==> config.mk <==
export PLATFORM = sky130hd
export DESIGN_NAME = blink_receiver
export DESIGN_NICKNAME = d
export VERILOG_FILES = /design/src/rtl/blink_receiver.sv
export SDC_FILE = /design/constraint.sdc
export NUM_CORES = 1
export LEC_CHECK = 0
export ABC_AREA = 1
export CAP_MARGIN = 30
export CORE_MARGIN = 2
export CORE_UTILIZATION = 36
export DETAILED_ROUTE_END_ITERATION = 6
export GPL_TIMING_DRIVEN = 0
export PLACE_DENSITY = 0.61
export RECOVER_POWER = 25
export SLEW_MARGIN = 10
export SYNTH_ARGS = -nofsm -noshare
export SYNTH_HDL_FRONTEND = slang
export SYNTH_SLANG_ARGS = --single-unit
==> constraint.sdc <==
create_clock -name clk -period 4.8 [get_ports clk]
set_input_delay 0.96 -clock clk [delete_from_list [all_inputs] [get_ports clk]]
set_output_delay 0.96 -clock clk [all_outputs]
set_load 0.005 [all_outputs]
==> run_1/pinout.png <==
Pins as bars across the die edge, other pins in gray.
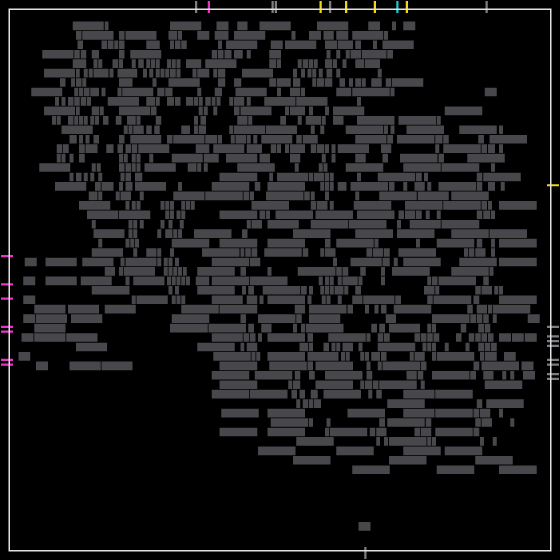
color	port	pins	direction	edge
cyan	reset_n	1	input	top
yellow	count	5	output	4 top, 1 right
magenta	blink_in	8	input	7 left, 1 top
Port Buf Inserts: 27
die width: 156 µm
Die Y: 156 µm

==> run_1/layers.png <==
Only two layers are drawn.
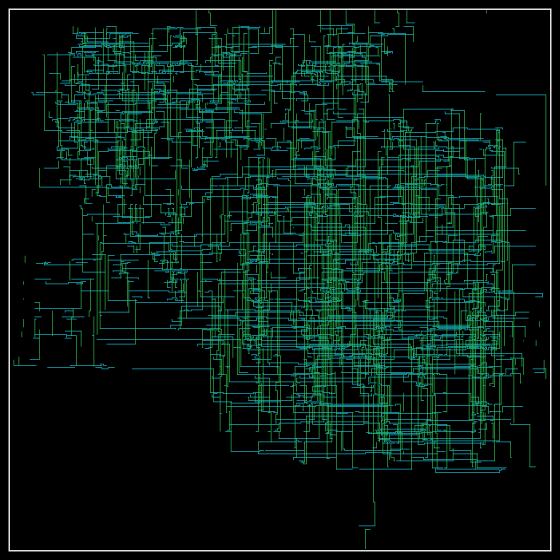
color	layer	wire length
cyan	M1	8740 µm
green	M2	8880 µm
total track usage: 16.8%
via count: 5600
Routed WL per cell: 17.5 µm
drt total wl: 19.3 mm

==> run_1/clock_nets.png <==
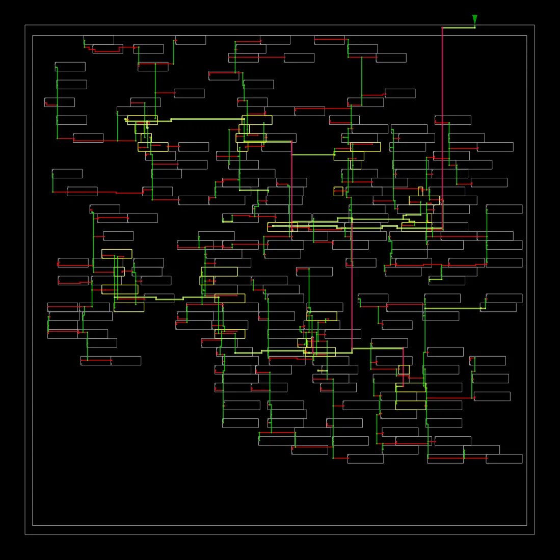
clk_lat worst skew: 0.44 ns
Seq Cell Count: 193
final setup skew: 0.0106 ns
Layout clock buffers: 18

==> ci_impl_report.md, run 1 <==
### Metrics collected by this job

| Metric | Value |
|---|---|
| Yosys cell count | `752` |
| Post-route design area | `9480 µm²` |
| Net Sw Frac | `33.5%` |
| Post-synth area from yosys stat | `8270 µm²` |
| Core Rows | `55` |
| Post-route ant nets | `0` |
| Signal buf overhead | `4.46%` |
| Top power group | `registers` |
| Largest net degree at the start of global routing | `54` |
| Reg2reg path depth | `10` |
| Synthesized instance count | `752` |
| Clock network area share | `6.15%` |
| 1st-iter DRT viols | `502` |
| Sw power | `0.00156 W` |
| Syn. warnings | `0` |
| Failing checks | `capacitance limit, slew limit` |
| # DRC | `0` |
| Combinational share of power | `29.0%` |
| Fraction of area in registers | `57.7%` |
| Placed inst area | `8920 µm²` |
| Tool warning count | `30` |
| Distinct lib cells | `39` |
| Crit path max-delay family | `buffers and inverters` |
| M3 GR Usage | `4.72%` |
| DP Wirelength | `12.8 mm` |
| # setup viols final | `0` |
| Post-synth regs | `193` |
| Final non-filler cell total | `1098` |
| CTS buffer count | `17` |
| CP max-delay cell | `clkdlybuf4s50_1` |
| Overall power | `0.00467 W` |
| CTS root buf | `clkbuf_16` |
| Rel. slew slack | `-89.3%` |
| Sequential share of the synthesized area | `66.2%` |
| Power density cells | `492 nW/µm²` |
| WP data arrival | `3.18 ns` |
| Worst endpoint required time | `3.84 ns` |
| Syn Std Cell Area | `8270 µm²` |
| # IOs | `28` |
| Area-dominant class | `sequential cells` |
| Unrepaired setup endpoints after global routing | `false` |
| Met1 usage | `22.4%` |
| Antenna diodes | `0` |
| Critical path launch point type | `register` |
| Max-cap violations | `1` |
| Area grow syn2layout | `14.7%` |
| CP Class | `reg2out` |
| Core Area | `22600 µm²` |
| Logic area | `2390 µm²` |
| Crit path depth | `9` |
| Comb group | `0.00135 W` |
| DR vias/cell | `5.10` |
| Non-CTS inverters | `69` |
| Clock Pin Slew Worst Setup and Hold Paths | `0.07 ns` |
| Cell Int Power | `0.00311 W` |
| Crit-path cells | `buf_2 > inv_1 > buf_4 > clkbuf_1 > o21ai_0 > o221ai_1 > nand3_1 > a21oi_1 > clkdlybuf4s50_1` |
| Outcome | `finished with violations` |
| Post-layout util | `42.0%` |
| Max reg flops | `128` |
| Mapped Avg Cell Area | `11.0 µm²` |
| Top Layout Cells | `131 x nor2_1, 128 x edfxtp_1, 77 x o21ai_0, 77 x nand2_1, 65 x dfrtp_1` |
| Drt pass-1 iters | `5` |
| Multi-input gates | `456` |
| Vias in the first global route | `5471` |
| Share of cells above drive strength 1 | `8.49%` |
| Flop pwr share | `40.7%` |
| Worst Hold Class | `reg2reg` |
| Core utilization at floorplan | `36.6%` |
| Clock power share | `30.4%` |
| H-tree depth | `4` |
| Minimum clock period | `4.14 ns` |
| Setup ws final | `0.661 ns` |
| Power in the clock group | `0.00142 W` |
| CP peak stage delay | `0.55 ns` |
| Buf/Inv on CP | `5` |
| TritonCTS clock tree | `yes` |
| CP Capture Type | `output pin` |
| First-pass GRT wire length | `30.4 mm` |
| Clk buf depth | `2` |
| Non-CTS buffers | `63` |
| Max Freq | `242 MHz` |
| GRT overflow | `0` |
| GR Layer Usage met2 | `26.3%` |
| Syn Nets | `776` |
| Post-CTS Setup Bufs | `0` |
| Worst-margin pin slew | `2.84 ns` |
| Layout fillers | `2159` |
| Final Max-Slew Violation Tally | `54` |
| Peak VDD IR | `0.255 mV` |
| Gpl congestion | `0.857` |
| Nets | `824` |
| Chip area | `24200 µm²` |
| CTS sink count | `193` |
| Hold-fix buffers, CTS | `0` |
| Tap Count | `285` |
| Final hold violations | `0` |
| Cycle use final | `86.2%` |
| Max FO, Critical Path | `10` |
| Hold WS | `0.348 ns` |
| Register cell area after layout | `5470 µm²` |
| Setup_tns | `0 ns` |
| Most frequent logic cell in the layout | `nor2_1` |
| Combinational share of cell area | `25.2%` |
| Leak | `3.46 nW` |
| Sequential power | `0.00190 W` |
| Hold path depth | `0` |
| Initial antenna violation count | `2` |
| Reg2reg setup slack | `1.59 ns` |
| Most Crowded Layer GR | `met2` |
| Cell total after placement | `1065` |
| Dpl ws | `1.12 ns` |
| Cts repair resizes | `0` |
## run 1: cell usage after synthesis
cell type / n / area (µm²)
inv_1: 64 / 240
xor2_1: 11 / 96.3
nor2_1: 131 / 492
nand4_2: 2 / 25.0
fa_1: 1 / 20.0
clkbuf_1: 25 / 93.8
nand3_1: 27 / 135
nor4_1: 1 / 6.26
ha_1: 10 / 125
nor3_4: 1 / 16.3
buf_4: 1 / 7.51
xnor2_1: 1 / 8.76
nor2_4: 4 / 45.0
a31oi_1: 2 / 12.5
dfrtp_1: 65 / 1630
nor3_2: 1 / 10.0
and3_1: 1 / 6.26
nor3_1: 16 / 80.1
nand4_1: 6 / 37.5
nand2_4: 1 / 11.3
clkinv_1: 2 / 7.51
nand3b_1: 1 / 7.51
o21ai_1: 4 / 20.0
o22ai_1: 9 / 56.3
o21ai_0: 77 / 385
nand3_2: 3 / 30.0
inv_2: 3 / 11.3
nand2_1: 77 / 289
o221ai_1: 24 / 210
nor2_2: 5 / 31.3
a21oi_2: 1 / 8.76
o21a_1: 1 / 7.51
edfxtp_1: 128 / 3840
buf_6: 1 / 11.3
nor3b_1: 3 / 22.5
a211oi_1: 3 / 22.5
buf_2: 7 / 35.0
a21oi_1: 23 / 115
nand2_2: 9 / 56.3
## run 1: cell families (layout without fill, tap and decap cells)
group,after synthesis,after routing,share of synthesized area [%]
and+or+nand+nor,289,289,15.7
buffers and inverters,103,164,4.92
AOI/OAI and AO/OA,144,144,10.1
DFF,193,193,66.2
xor gates and xnor gates,12,12,1.27
adders and majority gates,11,11,1.76
## run 1: layer usage
metal | routed length [µm] | part of all wire [%] | vias up
li1 | - | - | 2705
met1 | 8730 | 45 | 2698
met2 | 8880 | 46 | 167
met3 | 1210 | 6.3 | 28
met4 | 426 | 2.2 | 2
met5 | 13 | 0.068 | -
==> run_1/ff_map.png <==
Scale bar: 50 µm.
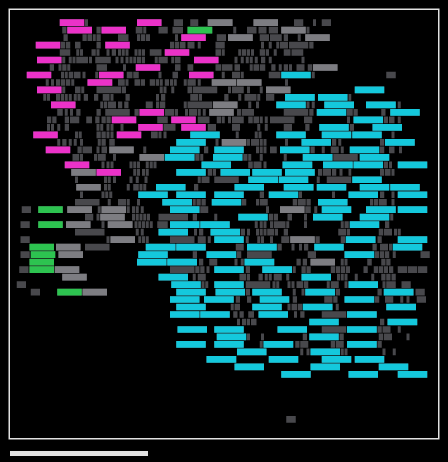

==> run 2, diff against run 1 <==
--- a/config.mk
+++ b/config.mk
@@ -5,9 +5,7 @@
 export SDC_FILE = /design/constraint.sdc
 export NUM_CORES = 1
 export LEC_CHECK = 0
-export ABC_AREA = 1
 export CAP_MARGIN = 30
-export CORE_MARGIN = 2
 export CORE_UTILIZATION = 36
 export DETAILED_ROUTE_END_ITERATION = 6
 export GPL_TIMING_DRIVEN = 0
==> run_2/ff_map.png <==
Scale bar: 50 µm.
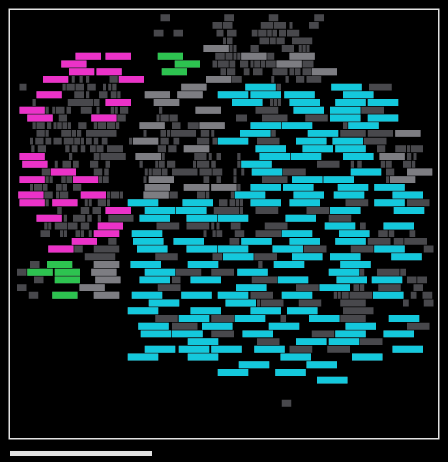
color	netlist name	sequential cells
magenta	cnt	27
green	sync1	8
cyan	mem	128
not colored	30
fraction of area in registers: 59.4%
register cell area after layout: 5470 µm²
sequential power: 0.00189 W

==> run_2/gates.png <==
Scale bar: 50 µm.
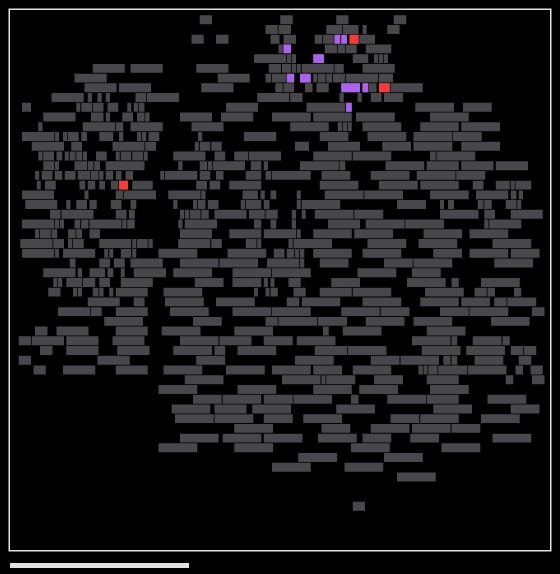
color	family	cells
red	non-inverting ao/oa cells	3
purple	aoi and oai cells	9
final non-filler cell total: 824
most frequent logic cell in the layout: edfxtp_1

==> ci_impl_report.md, run 2 <==
### Metrics collected by this job

| Metric | Value |
|---|---|
| Top Layout Cells | `128 x edfxtp_1, 65 x dfrtp_1, 45 x nor2_1` |
| Post-route design area | `9210 µm²` |
| WP data arrival | `3.26 ns` |
| Gpl congestion | `0.759` |
| CTS sink count | `193` |
| CP Class | `reg2out` |
| Unrepaired setup endpoints after global routing | `false` |
| Ys flop type | `edfxtp_1` |
| Setup_tns | `0 ns` |
| CTS root buf | `clkbuf_16` |
| TritonCTS clock tree | `yes` |
| Top cells by area | `edfxtp_1 48%, dfrtp_1 20%, mux4_2 11%` |
| First-pass GRT wire length | `23.5 mm` |
| CTS buffer count | `17` |
| Syn Nets | `509` |
| Peak VDD IR | `0.241 mV` |
| GRT overflow | `0` |
| # DRC | `0` |
| Final hold violations | `0` |
| DP Wirelength | `9.88 mm` |
| Syn. warnings | `0` |
| Reg2reg setup slack | `1.19 ns` |
| Area leader share | `48.1%` |
| Clock Pin Slew Worst Setup and Hold Paths | `0.06 ns` |
| Placed inst area | `8620 µm²` |
| Drt total wl | `15.1 mm` |
| Largest logic family | `multiplexers` |
| Worst endpoint required time | `3.84 ns` |
| Max Freq | `237 MHz` |
| Synthesized instance count | `485` |
| Tool warning count | `30` |
| Clk buf depth | `2` |
| Post-synth area from yosys stat | `7990 µm²` |
| Antenna diodes | `0` |
| EDFF count, synth | `128` |
| Final Max-Slew Violation Tally | `0` |
| Post-route ant nets | `0` |
| Cell total after placement | `792` |
| Sequential share of the synthesized area | `68.5%` |
| Initial antenna violation count | `0` |
| Critical path launch point type | `register` |
| Largest net degree at the start of global routing | `66` |
| Post-CTS Setup Bufs | `0` |
| Vias in the first global route | `4238` |
| Clk_lat worst skew | `0.43 ns` |
| Worst Hold Class | `reg2reg` |
| # IOs | `28` |
| Cycle use final | `87.9%` |
| Yosys cell count | `485` |
| Rel. slew slack | `38.0%` |
| CP Capture Type | `output pin` |
| Most area-hungry cell type in the Yosys netlist | `edfxtp_1` |
| Synth top cell by count | `edfxtp_1` |
| CP peak stage delay | `0.56 ns` |
| Fa+ha+maj area frac | `1.82%` |
| Hold-fix buffers, CTS | `0` |
| Leak | `3.16 nW` |
| Outcome | `finished clean` |
| Compound-Gate Fraction of Synth Area | `1.11%` |
| Routed WL per cell | `18.3 µm` |
| CP max-delay cell | `clkbuf_1` |
| Core Rows | `54` |
| Die Y | `151 µm` |
| Drt pass-1 iters | `4` |
| Core utilization at floorplan | `36.7%` |
| Area grow syn2layout | `15.2%` |
| Core Area | `21800 µm²` |
-- run 2: netlist changes by cell type after synthesis, moves of 9 or more --
cell      change
a21oi_1      -22
and2_1        +9
clkbuf_1     -10
inv_1        -52
mux4_2       +40
nand2_1      -59
nand2_2       -9
nand3_1      -10
nor2_1       -86
nor3_1       -10
o21ai_0      -74
o221ai_1     -23
xnor2_1      +13
xor2_1       +17
-- run 2: layer usage --
| metal | global-route usage (%) | routed length (µm) |
|---|---|---|
| met1 | 18.6 | 6830 |
| met2 | 23.7 | 7540 |
| met3 | 2.80 | 432 |
| met4 | 5.35 | 246 |
| met5 | 0 | 0 |
-- run 2: area by class of cell --
type | count | area (µm²)
Buffer | 26 | 114
Tap cell | 280 | 350
Timing Repair Buffer | 27 | 268
Clock inverter | 15 | 164
Fill cell | 1943 | 12600
Sequential cell | 193 | 5470
Clock buffer | 17 | 425
Multi-Input combinational cell | 254 | 2370
Inverter | 12 | 45.0
-- run 2: report_power, final --
group	total [W]	internal (W)	switching [W]
registers	0.00189	0.00182	0.0000631
clock network	0.00143	0.000816	0.000609
logic	0.00115	0.000646	0.000500
total	0.00446	0.00329	0.00117
-- run 2: metrics by stage --
step                      util (%)  setup WS (ns)
after detailed placement      39.6          0.683
final                         42.3          0.580
after global placement        39.6          0.499
after global routing          42.3          0.422
after floorplan                  -           1.61
after CTS                     42.3          0.494
-- run 2: critical path: cells and delay by family (launching register included) --
kind	cells	cell delay, ns
buffers and inverters	3	1.35
DFF	1	0.34
and+or+nand+nor	1	0.18
muxes	2	0.94
Power figures rest on the tool's default switching activity, not on a simulated workload.
